### src/rtl/router_pkg.sv
// router_pkg: shared types and constants for the 1x3 router control path.
//   state_e       - router_fsm state encoding (3 bits).
//   ADDR_INVALID  - header address value that selects no output.
//   pick_by_addr  - returns the per-FIFO flag chosen by a 2-bit address.
package router_pkg;

    typedef enum logic [2:0] {
        DECODE_ADDRESS     = 3'd0,
        LOAD_FIRST_DATA    = 3'd1,
        LOAD_DATA          = 3'd2,
        WAIT_TILL_EMPTY    = 3'd3,
        FIFO_FULL_STATE    = 3'd4,
        LOAD_AFTER_FULL    = 3'd5,
        LOAD_PARITY        = 3'd6,
        CHECK_PARITY_ERROR = 3'd7
    } state_e;

    localparam logic [1:0] ADDR_INVALID = 2'd3;

    // Flag of the FIFO addressed by addr; the invalid address selects nothing.
    function automatic logic pick_by_addr(input logic [1:0] addr, input logic [2:0] flags);
        logic sel;
        sel = 1'b0;
        case (addr)
            2'd0:    sel = flags[0];
            2'd1:    sel = flags[1];
            2'd2:    sel = flags[2];
            default: sel = 1'b0;
        endcase
        return sel;
    endfunction

endpackage

### src/rtl/router_fsm_if.sv
// router_fsm_if: signal bundle between router_fsm and its neighbours.
//   Source side  : pkt_valid, data_in (header address), busy.
//   FIFO side    : fifo_full, fifo_empty_0..2, soft_reset_0..2.
//   router_reg   : parity_done, low_pkt_valid in; detect_add, lfd_state,
//                  ld_state, laf_state, full_state, write_enb_reg,
//                  rst_int_reg out.
// modport slave  - the FSM itself.
// modport master - the surrounding logic driving the FSM.
interface router_fsm_if;

    logic       pkt_valid;
    logic [1:0] data_in;
    logic       fifo_full;
    logic       fifo_empty_0;
    logic       fifo_empty_1;
    logic       fifo_empty_2;
    logic       soft_reset_0;
    logic       soft_reset_1;
    logic       soft_reset_2;
    logic       parity_done;
    logic       low_pkt_valid;

    logic       busy;
    logic       detect_add;
    logic       lfd_state;
    logic       ld_state;
    logic       laf_state;
    logic       full_state;
    logic       write_enb_reg;
    logic       rst_int_reg;

    modport slave (
        input  pkt_valid, data_in, fifo_full,
        input  fifo_empty_0, fifo_empty_1, fifo_empty_2,
        input  soft_reset_0, soft_reset_1, soft_reset_2,
        input  parity_done, low_pkt_valid,
        output busy, detect_add, lfd_state, ld_state, laf_state,
        output full_state, write_enb_reg, rst_int_reg
    );

    modport master (
        output pkt_valid, data_in, fifo_full,
        output fifo_empty_0, fifo_empty_1, fifo_empty_2,
        output soft_reset_0, soft_reset_1, soft_reset_2,
        output parity_done, low_pkt_valid,
        input  busy, detect_add, lfd_state, ld_state, laf_state,
        input  full_state, write_enb_reg, rst_int_reg
    );

endinterface

### src/rtl/router_fsm.sv
// router_fsm: packet-sequencing control FSM of the 1x3 router.
// Ports:
//   clock  - system clock, rising edge.
//   resetn - asynchronous active-low reset (forces DECODE_ADDRESS, addr_q=0).
//   bus    - router_fsm_if.slave; all handshake, FIFO status and
//            router_reg control signals. All outputs are Moore decodes of
//            the state register (no input-to-output combinational path).
module router_fsm
    import router_pkg::*;
(
    input  logic          clock,
    input  logic          resetn,
    router_fsm_if.slave   bus
);

    state_e     state_q;
    state_e     state_d;
    logic [1:0] addr_q;
    logic       sel_empty;
    logic       sel_soft_reset;
    logic       hdr_empty;

    // Status of the FIFO latched at header time (used after DECODE_ADDRESS).
    assign sel_empty      = pick_by_addr(addr_q,
                                         {bus.fifo_empty_2, bus.fifo_empty_1, bus.fifo_empty_0});
    assign sel_soft_reset = pick_by_addr(addr_q,
                                         {bus.soft_reset_2, bus.soft_reset_1, bus.soft_reset_0});
    // Status of the FIFO addressed by the header byte currently on data_in.
    assign hdr_empty      = pick_by_addr(bus.data_in,
                                         {bus.fifo_empty_2, bus.fifo_empty_1, bus.fifo_empty_0});

    always_ff @(posedge clock or negedge resetn) begin
        if (!resetn) begin
            state_q <= DECODE_ADDRESS;
            addr_q  <= '0;
        end else begin
            state_q <= state_d;
            if (state_q == DECODE_ADDRESS && bus.pkt_valid)
                addr_q <= bus.data_in;
        end
    end

    always_comb begin
        state_d = state_q;
        if (sel_soft_reset) begin
            state_d = DECODE_ADDRESS;
        end else begin
            case (state_q)
                DECODE_ADDRESS: begin
                    if (bus.pkt_valid && bus.data_in != ADDR_INVALID)
                        state_d = hdr_empty ? LOAD_FIRST_DATA : WAIT_TILL_EMPTY;
                end
                WAIT_TILL_EMPTY: begin
                    if (sel_empty)
                        state_d = LOAD_FIRST_DATA;
                end
                LOAD_FIRST_DATA: state_d = LOAD_DATA;
                LOAD_DATA: begin
                    // A full FIFO takes precedence over end of packet.
                    if (bus.fifo_full)
                        state_d = FIFO_FULL_STATE;
                    else if (!bus.pkt_valid)
                        state_d = LOAD_PARITY;
                end
                FIFO_FULL_STATE: begin
                    if (!bus.fifo_full)
                        state_d = LOAD_AFTER_FULL;
                end
                LOAD_AFTER_FULL: begin
                    if (bus.parity_done)
                        state_d = DECODE_ADDRESS;
                    else if (bus.low_pkt_valid)
                        state_d = LOAD_PARITY;
                    else
                        state_d = LOAD_DATA;
                end
                LOAD_PARITY: state_d = CHECK_PARITY_ERROR;
                CHECK_PARITY_ERROR: begin
                    state_d = bus.fifo_full ? FIFO_FULL_STATE : DECODE_ADDRESS;
                end
                default: state_d = DECODE_ADDRESS;
            endcase
        end
    end

    assign bus.detect_add    = (state_q == DECODE_ADDRESS);
    assign bus.lfd_state     = (state_q == LOAD_FIRST_DATA);
    assign bus.ld_state      = (state_q == LOAD_DATA);
    assign bus.laf_state     = (state_q == LOAD_AFTER_FULL);
    assign bus.full_state    = (state_q == FIFO_FULL_STATE);
    assign bus.rst_int_reg   = (state_q == CHECK_PARITY_ERROR);
    assign bus.write_enb_reg = (state_q == LOAD_DATA) ||
                               (state_q == LOAD_PARITY) ||
                               (state_q == LOAD_AFTER_FULL);
    assign bus.busy          = (state_q != DECODE_ADDRESS) && (state_q != LOAD_DATA);

endmodule

### src/flat_wrapper.sv
// flat-port wrapper written by rule: the top's interface ports become plain ports
module router_fsm_flat import router_pkg::*;
  (clock, resetn, bus_pkt_valid, bus_data_in, bus_fifo_full, bus_fifo_empty_0, bus_fifo_empty_1, bus_fifo_empty_2, bus_soft_reset_0, bus_soft_reset_1, bus_soft_reset_2, bus_parity_done, bus_low_pkt_valid, bus_busy, bus_detect_add, bus_lfd_state, bus_ld_state, bus_laf_state, bus_full_state, bus_write_enb_reg, bus_rst_int_reg);
  router_fsm_if bus_i ();
  input  logic clock;
  input  logic resetn;
  input wire logic [$bits(bus_i.pkt_valid)-1:0] bus_pkt_valid;
  input wire logic [$bits(bus_i.data_in)-1:0] bus_data_in;
  input wire logic [$bits(bus_i.fifo_full)-1:0] bus_fifo_full;
  input wire logic [$bits(bus_i.fifo_empty_0)-1:0] bus_fifo_empty_0;
  input wire logic [$bits(bus_i.fifo_empty_1)-1:0] bus_fifo_empty_1;
  input wire logic [$bits(bus_i.fifo_empty_2)-1:0] bus_fifo_empty_2;
  input wire logic [$bits(bus_i.soft_reset_0)-1:0] bus_soft_reset_0;
  input wire logic [$bits(bus_i.soft_reset_1)-1:0] bus_soft_reset_1;
  input wire logic [$bits(bus_i.soft_reset_2)-1:0] bus_soft_reset_2;
  input wire logic [$bits(bus_i.parity_done)-1:0] bus_parity_done;
  input wire logic [$bits(bus_i.low_pkt_valid)-1:0] bus_low_pkt_valid;
  output wire logic [$bits(bus_i.busy)-1:0] bus_busy;
  output wire logic [$bits(bus_i.detect_add)-1:0] bus_detect_add;
  output wire logic [$bits(bus_i.lfd_state)-1:0] bus_lfd_state;
  output wire logic [$bits(bus_i.ld_state)-1:0] bus_ld_state;
  output wire logic [$bits(bus_i.laf_state)-1:0] bus_laf_state;
  output wire logic [$bits(bus_i.full_state)-1:0] bus_full_state;
  output wire logic [$bits(bus_i.write_enb_reg)-1:0] bus_write_enb_reg;
  output wire logic [$bits(bus_i.rst_int_reg)-1:0] bus_rst_int_reg;
  assign bus_i.pkt_valid = bus_pkt_valid;
  assign bus_i.data_in = bus_data_in;
  assign bus_i.fifo_full = bus_fifo_full;
  assign bus_i.fifo_empty_0 = bus_fifo_empty_0;
  assign bus_i.fifo_empty_1 = bus_fifo_empty_1;
  assign bus_i.fifo_empty_2 = bus_fifo_empty_2;
  assign bus_i.soft_reset_0 = bus_soft_reset_0;
  assign bus_i.soft_reset_1 = bus_soft_reset_1;
  assign bus_i.soft_reset_2 = bus_soft_reset_2;
  assign bus_i.parity_done = bus_parity_done;
  assign bus_i.low_pkt_valid = bus_low_pkt_valid;
  assign bus_busy = bus_i.busy;
  assign bus_detect_add = bus_i.detect_add;
  assign bus_lfd_state = bus_i.lfd_state;
  assign bus_ld_state = bus_i.ld_state;
  assign bus_laf_state = bus_i.laf_state;
  assign bus_full_state = bus_i.full_state;
  assign bus_write_enb_reg = bus_i.write_enb_reg;
  assign bus_rst_int_reg = bus_i.rst_int_reg;
  router_fsm u_core (.clock(clock), .resetn(resetn), .bus(bus_i));
endmodule
### config.mk
export PLATFORM = sky130hd
export DESIGN_NAME = router_fsm_flat
export DESIGN_NICKNAME = d
export VERILOG_FILES = /design/src/rtl/router_pkg.sv /design/src/rtl/router_fsm_if.sv /design/src/rtl/router_fsm.sv /design/src/flat_wrapper.sv
export SDC_FILE = /design/constraint.sdc
export NUM_CORES = 1
export LEC_CHECK = 0
export ABC_AREA = 1
export ABC_CLOCK_PERIOD_IN_PS = 1200
export CELL_PAD_IN_SITES_DETAIL_PLACEMENT = 0
export CELL_PAD_IN_SITES_GLOBAL_PLACEMENT = 1
export CORE_MARGIN = 3
export CORE_UTILIZATION = 25
export CTS_CLUSTER_SIZE = 8
export DETAILED_ROUTE_END_ITERATION = 10
export GPL_ROUTABILITY_DRIVEN = 0
export GPL_TIMING_DRIVEN = 0
export PLACE_DENSITY = 0.86
export SLEW_MARGIN = 20
export SYNTH_ARGS = -nofsm -noshare
export SYNTH_HDL_FRONTEND = slang
export SYNTH_SLANG_ARGS = --single-unit
### constraint.sdc
create_clock -name clock -period 1.2 [get_ports clock]
set_input_delay 0.24 -clock clock [delete_from_list [all_inputs] [get_ports clock]]
set_output_delay 0.24 -clock clock [all_outputs]
set_load 0.01 [all_outputs]
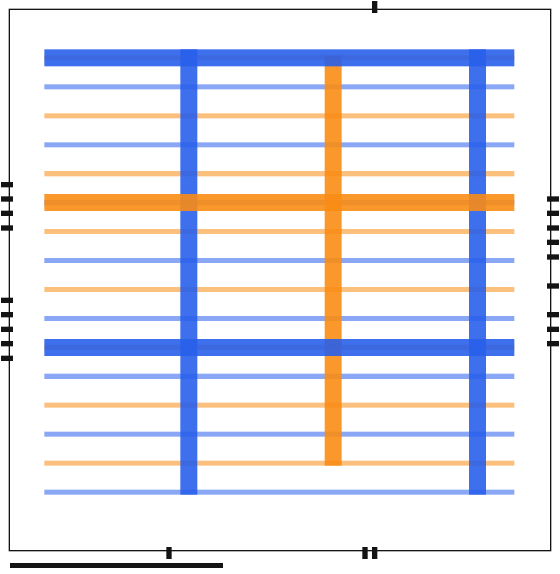
Fig. 1. Floorplan with the power grid (run 1).
The bar under the picture is 20 um long. Pins as bars on the die edge.
Key: orange = VDD; blue = VSS
22 signal pins sit on the boundary. 3 straps on met4. 16 met1 rails follow the rows. The core has 15 rows. 3 straps on met5.
Die Wd: 50.7 um
IR drop worst, VDD: 0.00108 V
die height: 50.7 um

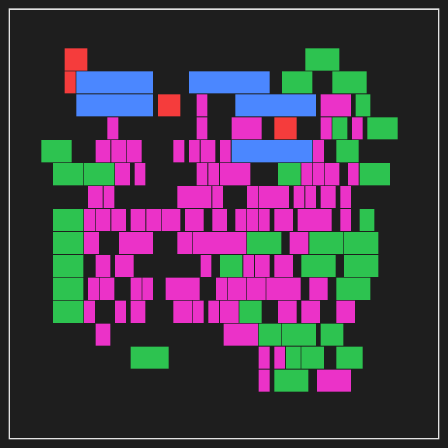
Fig. 2. Placed cells, one color a class (run 1).
Key: blue = registers [cells 5, share of their area 14%]; magenta = remaining logic cells [cells 85, share of their area 50%]; red = clock drivers and dummy loads [cells 4, share of their area 2.8%]; green = remaining buffers and delay cells [cells 34, share of their area 34%]
sequential portion of the cell area: 13.2%
post-layout util: 54.0%

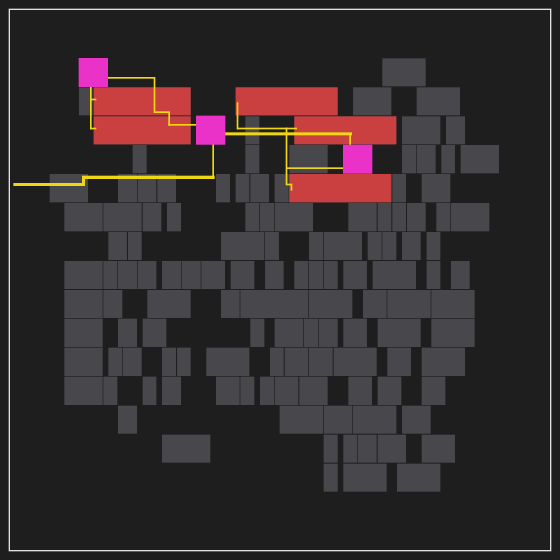
Fig. 3. Clock distribution (run 1).
Key: magenta = clock-net drivers [count 3]; yellow = clock wires [length 82.1 um]; red = flip-flops [count 5]
There are 4 routed clock nets.
Clock net power: 0.189 mW
clock latency on the worst-skew pair: 240 ps
clock network fraction of design power: 9.7%

==> reports/highlights.md, run 1 <==
- 27.8% — core utilization at floorplan
- 143 — post-layout net count
- 25.0% — register share after synthesis
- 192 — # fillers
- 153 — final standard cell count with taps included and fillers excluded
- sky130_fd_sc_hd__clkbuf_4 — clock tree root buffer cell
- 0 — final hold violation count
- 1420 ps — min Tclk post-route
- 4.47 — routed vias/inst
- complete, but fails checks — run status
- flip-flops — cell class contributing the biggest share of worst-path delay
- 12 — count of cell types in the netlist
- -221 ps — PnR worst setup slack
- 5 — Clock Sink Count
- 11 — count of routing violations after the opening detailed-route iteration
- input pin to async pin — HP Class
- 684 — routed via count
- 40 ps — clock slew seen by the registers of the worst setup and hold paths
- 6 — largest net degree at the start of global routing
- 80.0% — worst relative slew slack
- 11 — number of setup violations in the final report
- 5.00% — complex-gate fraction of the synthesized area
- 0 — max capacitance violation total
- -1620 ps — aggregate negative setup slack
- 10.7 um — wire per inst
- 1180 ps — Worst Path Arrival
- setup timing — failing checks
- 0% — Post-synth mux share
- 0.704 GHz — fmax
- 28 — Tool Warnings
- 500 um2 — synthesized area
- 22 — number of I/O pins
- 2.73 mm — wire length of the first global-routing pass
- 104 — Post-Synthesis Net Count
- 500 um2 — post-synth area from yosys stat
- sky130_fd_sc_hd__dfrtp_2 — CP max stage cell
- 90 — instance count of the mapped netlist
- 1 — number of H-tree levels
- 2000 mW/mm2 — P per Cell Area
- 136 — post-placement cell count
- flop to output pin — critical path start-end classification
- 3 — number of buffers and inverters on the critical path
- -434 ps — Setup Slack @ Placement
- output pin — Worst Setup End Kind
- 669 — via count of the first global-routing pass
- 0 — n_diodes
- 742 um2 — area post-placement
- 1.63 mm — Post-Route WL
- 0 — DRC violation count after routing
- 0 — gr ovfl total
- 301 ps — Least-Margin Pin Slew
- 4.53 ps — worst clock skew
- buf_6 > nor2_4 > nand2_2 > nand2_1 > inv_1 > buf_2 — ordered cell list for the critical path
- 219 ps — worst hold slack after final layout
- 94.5% — signed area change from the synthesized netlist to the final layout
- 5 — flops out of synthesis
- 40.6% — fraction of final layout cells sized beyond drive strength 1
- 960 ps — crit path DRT
- 3 — total CTS buffers
- 0.521 nW — static leakage power
- flop — startpoint kind of the worst setup timing path
- 15 — number of rows in the core area
- 14.0% — overall fraction of global-route tracks in use
- 1.14 mm — post-DP HPWL
- 2 — worst-case clock buffer depth
- 5.56 um2 — Syn Area/Cell
- simple AND/OR/NAND/NOR gates — Logic family by area
- 973 um2 — post-layout instance area
- 1.95 mW — Total Power Consumption
- 3 — number of detailed-route iterations in the first pass
- 56.5% — simple-gate area share of the yosys netlist
- true — RSZ-0062 raised after global routing
- 90 — number of cells in the yosys synthesis report
- 118% — cycle use final
- 21 — Port Buffer Count
- 0 — antenna violations before repair
- 0.00257 mm2 — die outline area
- 0 — Final Slew Violations
- 0% — share of the synthesized netlist area taken by xor and xnor gates
- 0.00180 mm2 — core outline area
- 0% — Adder Area Share
- 0 — antenna-violating nets left
- 0 — synthesis warning total
- 410 ps — peak per-stage delay on the critical path
- done — CTS tree
- 5 — largest fanout of any net on the critical path
run 1: cell type report:
| cell class | instances | area [um2] | area share, % |
|---|---|---|---|
| inverters | 18 | 70.1 | 7.20 |
| repair buffers | 34 | 317 | 32.5 |
| multi-input cells | 67 | 400 | 41.1 |
| well taps | 25 | 31.3 | 3.21 |
| flip-flops and latches | 5 | 129 | 13.2 |
| clock buffers | 4 | 26.3 | 2.70 |
run 1: layout by cell type, fill, tap and decap left out, types with 4 or more instances in the layout:
cell                              count
sky130_fd_sc_hd__buf_2                4
sky130_fd_sc_hd__clkdlybuf4s50_1     11
sky130_fd_sc_hd__nor2_1               7
sky130_fd_sc_hd__nand2_2              6
sky130_fd_sc_hd__nand2_1             15
sky130_fd_sc_hd__buf_6                9
sky130_fd_sc_hd__nand3_2              4
sky130_fd_sc_hd__nand4_1              4
sky130_fd_sc_hd__nor2_4               4
sky130_fd_sc_hd__buf_4                7
sky130_fd_sc_hd__inv_1               14
sky130_fd_sc_hd__nand3_1             15
run 1: repair_timing:
action,CTS,global route
setup endpoints to repair,13,13
gates resized,65,9
pin swaps,12,6
hold buffers,0,0
setup buffers,13,1
cloned,0,0
hold endpoints to repair,0,0
run 1: layer usage:
| layer | up-vias | routed length (um) | track usage, % |
|---|---|---|---|
| met1 | 297 | 667 | 15.6 |
| met2 | 22 | 836 | 24.8 |
| met4 | 0 | 19 | 4.04 |
| met5 | - | 0 | 0 |
| li1 | 363 | - | - |
| met3 | 2 | 108 | 5.04 |
run 1: worst paths after layout:
kind,start,to,slack [ps],cells past startpoint
setup / recovery,u_core.state_q[1]$_DFFE_PN0P_,bus_busy,-220,6
hold / removal,resetn,u_core.state_q[0]$_DFFE_PN0P_,220,1
setup reg to reg,u_core.state_q[2]$_DFFE_PN0P_,u_core.state_q[0]$_DFFE_PN0P_,-150,10
hold reg to reg,u_core.addr_q[0]$_DFFE_PN0P_,u_core.addr_q[0]$_DFFE_PN0P_,560,2
max in group asynchronous,resetn,u_core.state_q[1]$_DFFE_PN0P_,780,1
min in group clock,bus_pkt_valid,u_core.addr_q[0]$_DFFE_PN0P_,390,3
run 1: where the power goes:
group	leakage [nW]	internal, mW	total, mW	switching, mW
Sequential	0.0598	0.246	0.323	0.0772
Clock	0.0150	0.125	0.189	0.0632
Combinational	0.446	0.674	1.44	0.762
run 1: cells in the mapped netlist:
master / instances / area (um2)
sky130_fd_sc_hd__a21oi_1: 3 / 15.0
sky130_fd_sc_hd__dfrtp_1: 5 / 125
sky130_fd_sc_hd__inv_1: 16 / 60.1
sky130_fd_sc_hd__inv_2: 2 / 7.51
sky130_fd_sc_hd__nand2_1: 22 / 82.6
sky130_fd_sc_hd__nand2_2: 2 / 12.5
sky130_fd_sc_hd__nand3_1: 19 / 95.1
sky130_fd_sc_hd__nand3_2: 1 / 10.0
sky130_fd_sc_hd__nand4_1: 4 / 25.0
sky130_fd_sc_hd__nor2_1: 12 / 45.0
sky130_fd_sc_hd__nor2_2: 2 / 12.5
sky130_fd_sc_hd__o21ai_0: 2 / 10.0
run 1: state kept, by name (all words and copies together) (netlist names):
signal,count
u_core.state_q,3
u_core.addr_q,2
==> run 2, diff against run 1 <==
--- a/config.mk
+++ b/config.mk
@@ -9,6 +9,7 @@
 export ABC_CLOCK_PERIOD_IN_PS = 1200
 export CELL_PAD_IN_SITES_DETAIL_PLACEMENT = 0
 export CELL_PAD_IN_SITES_GLOBAL_PLACEMENT = 1
+export CORE_ASPECT_RATIO = 1.2
 export CORE_MARGIN = 3
 export CORE_UTILIZATION = 25
 export CTS_CLUSTER_SIZE = 8
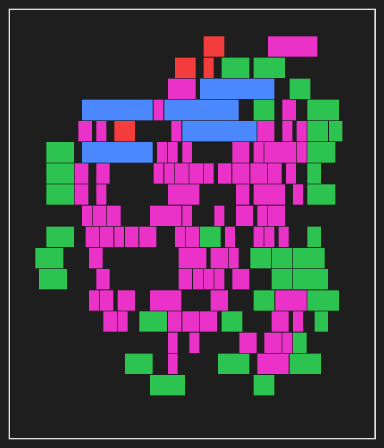
Fig. 4. Placed cells, one color a class (run 2).
Key: magenta = remaining logic cells [cells 85, share of their area 50%]; green = remaining buffers and delay cells [cells 34, share of their area 33%]; blue = registers [cells 5, share of their area 14%]; red = clock drivers and dummy loads [cells 4, share of their area 2.8%]
post-layout instance area: 947 um2
sequential portion of the cell area: 13.6%

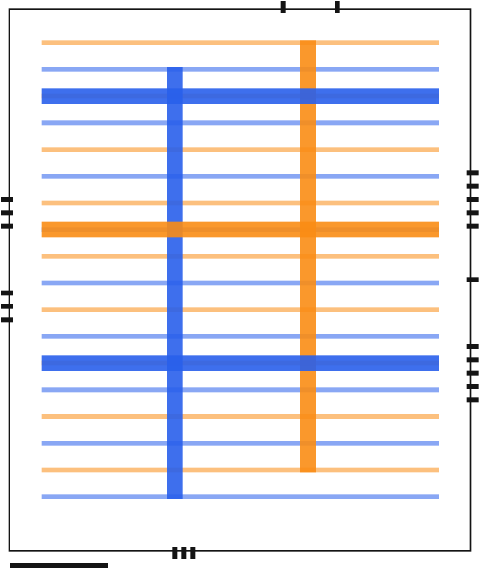
Fig. 5. Floorplan with the power grid (run 2).
The bar under the picture is 10 um long. Pins as bars on the die edge.
Key: blue = VSS; orange = VDD
The core has 17 rows. 22 signal pins sit on the boundary.
die height: 55.0 um
IR drop worst, VDD: 0.00116 V
core outline area: 0.00187 mm2

==> run 2 against run 1 <==
The flow still finishes with violations (setup timing). Utilization fell by 3.4 points. Synthesized cell count did not move. Critical path depth fell by 1. Register-to-register slack improved by 20 ps. Die size rose by 0.10%. Count of clock-buffer cells in the layout did not move. Critical path type unchanged. Critical endpoint unchanged. Largest power group unchanged.
==> reports/highlights.md, run 2 <==
- 100% — share of flip-flops with an asynchronous set or reset, unchanged
- 0 — DRC violation count after routing, unchanged
- 0 — gr ovfl total, unchanged
- 10.8 um — wire per inst, +1.7%
- sky130_fd_sc_hd__dfrtp_1 25%, sky130_fd_sc_hd__nand3_1 19%, sky130_fd_sc_hd__nand2_1 17%, sky130_fd_sc_hd__inv_1 12%, sky130_fd_sc_hd__nor2_1 9.0% — main area contributors after synthesis
- 4 — number of detailed-route iterations in the first pass, +1
- 104 — Post-Synthesis Net Count, unchanged
- sky130_fd_sc_hd__dfrtp_1 — dominant synthesized flop cell
- 5 — Clock Sink Count, unchanged
- 960 ps — crit path DRT, about the same
- sky130_fd_sc_hd__clkbuf_4 — clock tree root buffer cell
- -1480 ps — aggregate negative setup slack, +146 ps
- 85.2% — worst relative slew slack, +5.2 points
- 130 — post-placement cell count, -4.4%
- 143 — post-layout net count, unchanged
- 0 — final hold violation count, unchanged
- 147 — final standard cell count with taps included and fillers excluded, -3.9%
- 500 um2 — post-synth area from yosys stat, unchanged
- 0 — n_diodes, unchanged
- 3 — total CTS buffers, unchanged
- 46.8 um — Die Wd, -7.7%
- 90 — instance count of the mapped netlist, unchanged
- output pin — Worst Setup End Kind
- 89.2% — signed area change from the synthesized netlist to the final layout
- complete, but fails checks — run status
- u_core.state_q — most flop-heavy register
- 5 — largest fanout of any net on the critical path, unchanged
- true — RSZ-0062 raised after global routing
- flop to output pin — critical path start-end classification
- 27.1% — met2 GRT Util, +2.4 points
- 9 — count of routing violations after the opening detailed-route iteration, -2
- 0.00258 mm2 — die outline area, +0.10%
- sky130_fd_sc_hd__dfrtp_1 — leading area contributor after synthesis
- 28 — Tool Warnings, unchanged
- 5 — flops out of synthesis, unchanged
- u_core.state_q (3), u_core.addr_q (2) — top flop regs
- 1.32 ps — worst clock skew, -3.21 ps
- -192 ps — PnR worst setup slack, +28.9 ps
- 1150 ps — Worst Path Arrival, -30 ps
- 13.8% — overall fraction of global-route tracks in use, -0.18 points
- 0 — count of library flops with an enable pin, unchanged
- 680 — via count of the first global-routing pass, +1.6%
- 206 — # fillers, +7.3%
- 1 — number of H-tree levels, unchanged
- 21 — Port Buffer Count, unchanged
- 0 — synthesis warning total, unchanged
- 39.8% — fraction of final layout cells sized beyond drive strength 1, -0.78 points
- 500 um2 — synthesized area, unchanged
- 0 — max capacitance violation total, unchanged
- 1.13 mm — post-DP HPWL, -0.80%
- 5.56 um2 — Syn Area/Cell, unchanged
- 0 — antenna-violating nets left, unchanged
- 0.718 GHz — fmax, +2.1%
- 90 — number of cells in the yosys synthesis report, unchanged
- 7 — largest net degree at the start of global routing, +1
- flop — startpoint kind of the worst setup timing path
- 1390 ps — min Tclk post-route, -28.9 ps
- 14.5% — global-route track usage on met1, -1.1 points
- 11 — number of setup violations in the final report, unchanged
- 22 — number of I/O pins, unchanged
- 1.94% — global-route track usage on met3, -3.1 points
- 0 — antenna violations before repair, unchanged
- 26.7% — core utilization at floorplan, -1.0 points
- 2 — worst-case clock buffer depth, unchanged
- 2080 mW/mm2 — P per Cell Area, +3.9%
- 222 ps — worst hold slack after final layout, +3.88 ps
- input pin to async pin — HP Class
- setup timing — failing checks
- 1.59 mm — Post-Route WL, -2.3%
- 3 — max FFs per register, unchanged
- 40 ps — clock slew seen by the registers of the worst setup and hold paths, about the same
- 230 ps — clock latency on the worst-skew pair, about the same
- 695 — routed via count, +1.6%
- 4.73 — routed vias/inst, +5.8%
- 12 — count of cell types in the netlist, unchanged
- sky130_fd_sc_hd__nand2_1 — Synth top cell by count
- sky130_fd_sc_hd__nand3_1 — most frequent standard cell in the layout excluding fill and tap cells
- 17 — number of rows in the core area, +2
- 2.64 mm — wire length of the first global-routing pass, -3.3%
- 0.516 nW — static leakage power, -1.1%
- met2 — most crowded layer after global routing
- 221 ps — Least-Margin Pin Slew, -79.3 ps
- 25.0% — area share of the largest cell type after synthesis, unchanged
- 116% — cycle use final, -2.4 points
- 22 x sky130_fd_sc_hd__nand2_1, 19 x sky130_fd_sc_hd__nand3_1, 16 x sky130_fd_sc_hd__inv_1, 12 x sky130_fd_sc_hd__nor2_1, 5 x sky130_fd_sc_hd__dfrtp_1 — top cells by count
- 0 — Final Slew Violations, unchanged
run 2: timing repair:
item / in CTS / in global routing
setup buffers: 9 / 4
gates resized: 59 / 14
hold buffers: 0 / 0
pin swaps: 7 / 11
setup endpoints to repair: 13 / 13
run 2: worst paths after layout:
path | from | end | slack [ps] | cells after the start
max | u_core.state_q[0]$_DFFE_PN0P_ | bus_busy | -190 | 5
min | resetn | u_core.addr_q[0]$_DFFE_PN0P_ | 220 | 1
max reg2reg | u_core.state_q[1]$_DFFE_PN0P_ | u_core.state_q[0]$_DFFE_PN0P_ | -130 | 9
min reg2reg | u_core.addr_q[1]$_DFFE_PN0P_ | u_core.addr_q[1]$_DFFE_PN0P_ | 570 | 2
max in group asynchronous | resetn | u_core.state_q[0]$_DFFE_PN0P_ | 770 | 1
min in group clock | bus_fifo_full | u_core.state_q[2]$_DFFE_PN0P_ | 380 | 3
run 2: cells by family after synthesis:
family | Yosys count | synth area share, %
AOI/OAI and AO/OA | 5 | 5.00
buffers and inverters | 18 | 13.5
DFF | 5 | 25.0
and+or+nand+nor | 62 | 56.5
run 2: power by group:
group | internal (mW) | total (mW) | switching, mW | leakage (nW)
registers | 0.246 | 0.358 | 0.112 | 0.0598
logic | 0.662 | 1.42 | 0.761 | 0.441
clock network | 0.125 | 0.189 | 0.0635 | 0.0150
total | 1.03 | 1.97 | 0.936 | 0.516
run 2: critical path, cell delays in order (launching register included):
cell and delay (ps):
sky130_fd_sc_hd__dfrtp_2 460, sky130_fd_sc_hd__nor2_4 160, sky130_fd_sc_hd__nand2_2 80, sky130_fd_sc_hd__nand2_2 60, sky130_fd_sc_hd__inv_1 30, sky130_fd_sc_hd__buf_2 120
run 2: stage by stage:
| step | power (mW) | utilization [%] | setup WS [ps] | cell area, um2 |
|---|---|---|---|---|
| 2_1_floorplan | 0.921 | - | 8.89 | 500 |
| 3_3_place_gp | 1.29 | 39.2 | -422 | 734 |
| 3_5_place_dp | 1.30 | 39.2 | -414 | 734 |
| 4_1_cts | 1.80 | 46.6 | -218 | 872 |
| 5_1_grt | 2.16 | 50.6 | -256 | 947 |
| 6_report | 1.97 | 50.6 | -192 | 947 |
run 2: cell type report:
type | instances | area, um2 | share of cell area, %
Tap cell | 19 | 23.8 | 2.51
Inverter | 18 | 75.1 | 7.93
Timing Repair Buffer | 34 | 303 | 32.0
Clock buffer | 4 | 26.3 | 2.77
Sequential cell | 5 | 129 | 13.6
Multi-Input combinational cell | 67 | 390 | 41.2
run 2: per-layer routing:
layer,vias up,share of wire [%]
li1,365,-
met1,303,38
met2,23,53
met3,4,6.1
met4,0,2.6
met5,-,0
No activity file was given, so power comes from the tool's default toggle rates.
